==> images/clk_routes.png <==
Scale: 1 px per um.
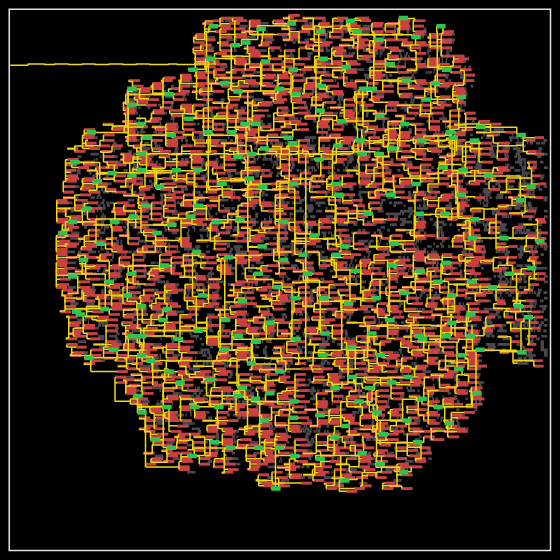
==> images/layer_met4.png <==
Scale: 1 px per um.
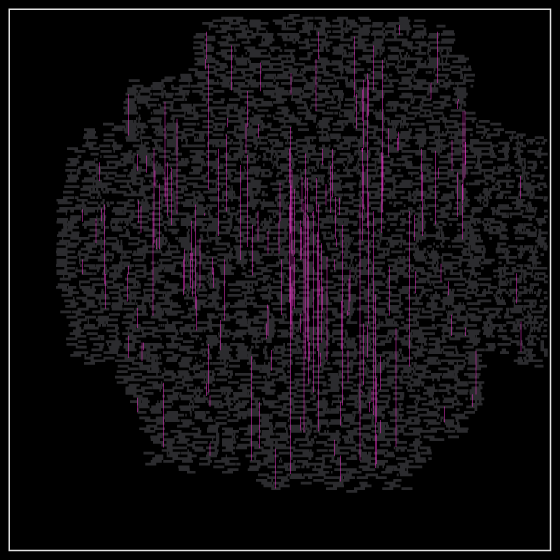
==> images/detail.png <==
Region (395, 125) to (415, 145) um. Cells in gray, sequential cells in the stronger gray; small squares are vias.
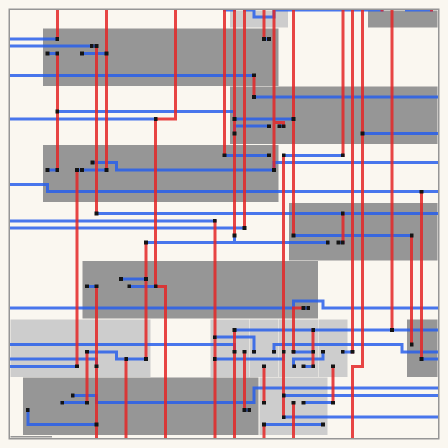
==> images/wires.png <==
Scale: 1 px per um.
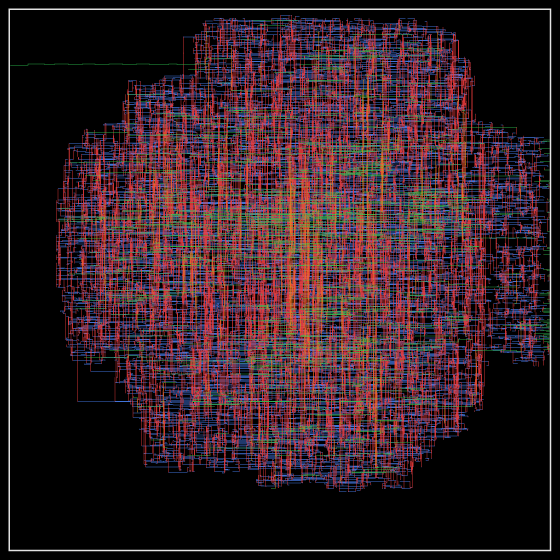
==> config.mk <==
export PLATFORM = sky130hd
export DESIGN_NAME = lbp_stream_flat
export DESIGN_NICKNAME = d
export VERILOG_FILES = /design/src/rtl/lbp_stream_pkg.sv /design/src/rtl/lbp_stream_if.sv /design/src/rtl/lbp_line_buffer.sv /design/src/rtl/lbp_stream.sv /design/src/flat_wrapper.sv
export SDC_FILE = /design/constraint.sdc
export NUM_CORES = 2
export LEC_CHECK = 0
export CORE_MARGIN = 2
export CORE_UTILIZATION = 30
export DETAILED_ROUTE_END_ITERATION = 10
export MAX_ROUTING_LAYER = met4
export PLACE_DENSITY = 0.48
export SLEW_MARGIN = 10
export SYNTH_ARGS = -nofsm -noshare
export SYNTH_HDL_FRONTEND = slang
export SYNTH_HIERARCHICAL = 1
export SYNTH_SLANG_ARGS = --single-unit
==> constraint.sdc <==
create_clock -name clk -period 14 [get_ports clk]
set_input_delay 1.4 -clock clk [delete_from_list [all_inputs] [get_ports clk]]
set_output_delay 1.4 -clock clk [all_outputs]
set_load 0.01 [all_outputs]
==> qor.yml <==
routing:
  wl_met1_um: 125000
  drc_errors: 0
  highest_layer: "met4"
  drtIter0Drc: 6728
  drt_pass1_iterations: 7
  wl_met2_um: 133000
  drt-vias-per-instance: 5.56
synth:
  top_cells_by_area: "edfxtp_1, a22oi_1, mux4_2"
  synthSimpleGateAreaFrac_pct: 3.67
  synth_async_sr_flop_share_pct: 3.94
  edf_count: 2096
  synth_chip_area_sq_um: 86100
  synthMuxAreaShare_pct: 5.22
  common_cells: "edfxtp_1, a22oi_1, a21oi_1"
  yosysWarningCount: 6
  synth_cells: 5170
  top_area_share_pct: 73.1
  ys.flops: 2182
  synth.cell_area_sq_um: 86100
  yosys.area_share.aoi_pct: 11.7
  ys.flop_type: "edfxtp_1"
  top_cell: "edfxtp_1"
  synth.net_count: 5262
  ys_cells: 5170
  xor_share_pct: 0.529
  largest_area_cell: "edfxtp_1"
timing:
  setup_tns_ns: 0
  slew-limit-headroom_pct: 6.21
  worst_pin_slew_ns: 1.40
  period_used_pct: 50.6
  finalHoldViolCount: 0
  final.min_clock_period_ns: 7.08
  setup_slack_ns: 6.92
  fmax_mhz: 141
  timing.hold.ws_ns: 0.444
final_layout:
  area_dominant_class: "sequential cells"
  lay_top_cells: "edfxtp_1, a22oi_1, a21oi_1"
  instances_no_fill: 9309
  logic_gate_count: 2587
  non_clock_inverter_count: 26
  fin_util_pct: 34.9
  comb_share_pct: 19.7
  mostFrequentLayoutCell: "edfxtp_1"
  final-clk-cell-share_pct: 7.26
  drive_gt1_share_pct: 16.0
  seqCellArea_sq_um: 65100
  n_antenna_cell: 1
  nonClkBufAreaFrac_pct: 2.75
  area_delta_synth_final_pct: 15.6
  seq_cell_count: 2182
  fin_area_sq_um: 99500
  n_all_buffers: 329
  seq_area_share_pct: 65.4
setup_path:
  cp_common_cell: "buf_4"
  cp_slowest_cell: "nor2b_4"
  cp-start-kind: "flop"
  slowest_delay_ns: 0.86
  crit_fanout: 44
  r2r_cells: 16
  cp.depth: 16
  critPathTopFamily: "buffers and inverters"
  crit_chain: "buf_4 -> buf_4 -> nor2b_4 -> buf_4 -> buf_4 -> a22oi_1 -> o22ai_1 -> nor2_1 -> o311ai_1 -> buf_4 -> a311o_2 -> buf_4 -> buf_4 -> ha_1 -> o21ai_0 -> a22oi_1"
  arrival_ns: 7.84
  end_kind: "flop"
  critPathBufInv: 7
  rrSetupSlack_ns: 6.92
  crit_required_ns: 14.75
global_routing:
  grt_pass1_vias: 49790
  met1_usage_pct: 27.6
  grt_overflow: 0
  grt_pass1_wl_um: 404000
  grt_max_degree: 130
  grt_use_met2_pct: 30.2
  antenna_found_initial: 10
  met3_usage_pct: 3.28
run:
  cap_violations: 0
  warnings: 32
run_status:
  status: "completed"
floorplanning:
  initCoreUtil_pct: 30.2
  chip_area_sq_um: 291000
  taps: 3762
  pin_count: 59
  core_sq_um: 285000
  rows: 196
  die_h_um: 540
  die_w_um: 540
power_and_ir_drop:
  p_leak_nw: 31.7
  powerDensity_nw_per_um2: 246
  power_frac_clock_pct: 24.1
  top_power_group: "combinational logic"
  irDropWorstVdd_v: 0.000286
  p_comb_mw: 9.33
  power.share.sequential_pct: 37.8
placed_design:
  placed_cells_incl_taps: 8885
  place_hpwl_um: 168000
  portBuffers: 58
  place_area_sq_um: 92300
  dp_slack_ns: 6.70
clocking:
  htreeDepth: 4
  ctsResizeCount: 0
  root_buffer: "clkbuf_16"
  cts_tree: "done"
  numCtsBuffers: 229
  clock_sinks: 2182
  post_cts_buffers: 0
hold_path:
  hold_depth: 0
  holdCritPathClass: "flop to flop"
Notes on clk_routes.png above:
flip-flops: in red, count 2,182. clock wires: in yellow, length 27.1 mm. clock drivers: in green, count 229.
Position of the flops: all over the die.
Late-Pin Clk Latency: 0.90 ns
clock-net power: 5.91 mW
setup skew after layout: 0.0765 ns

Notes on layer_met4.png above:
The longest straight run is 256 um. The layer holds 3.2% of the routed length.
WL final: 290,000 um
total number of vias: 51,759

Notes on detail.png above:
metal 1: in blue. metal 2: in red.
Most frequent: edfxtp_1 (6), a21oi_1 (2), nor2_1 (2). 12 logic cells have their middle in the window. Sequential cells in the window: 6.

Notes on wires.png above:
metal 3: in green, wire length 23.3 mm. metal 4: in orange, wire length 9,270 um. metal 1: in blue, wire length 125 mm. metal 2: in red, wire length 133 mm.
all-layer global routing usage: 20.0%
WL/cell: 31.2 um

Power figures rest on the tool's default switching activity, not on a simulated workload.
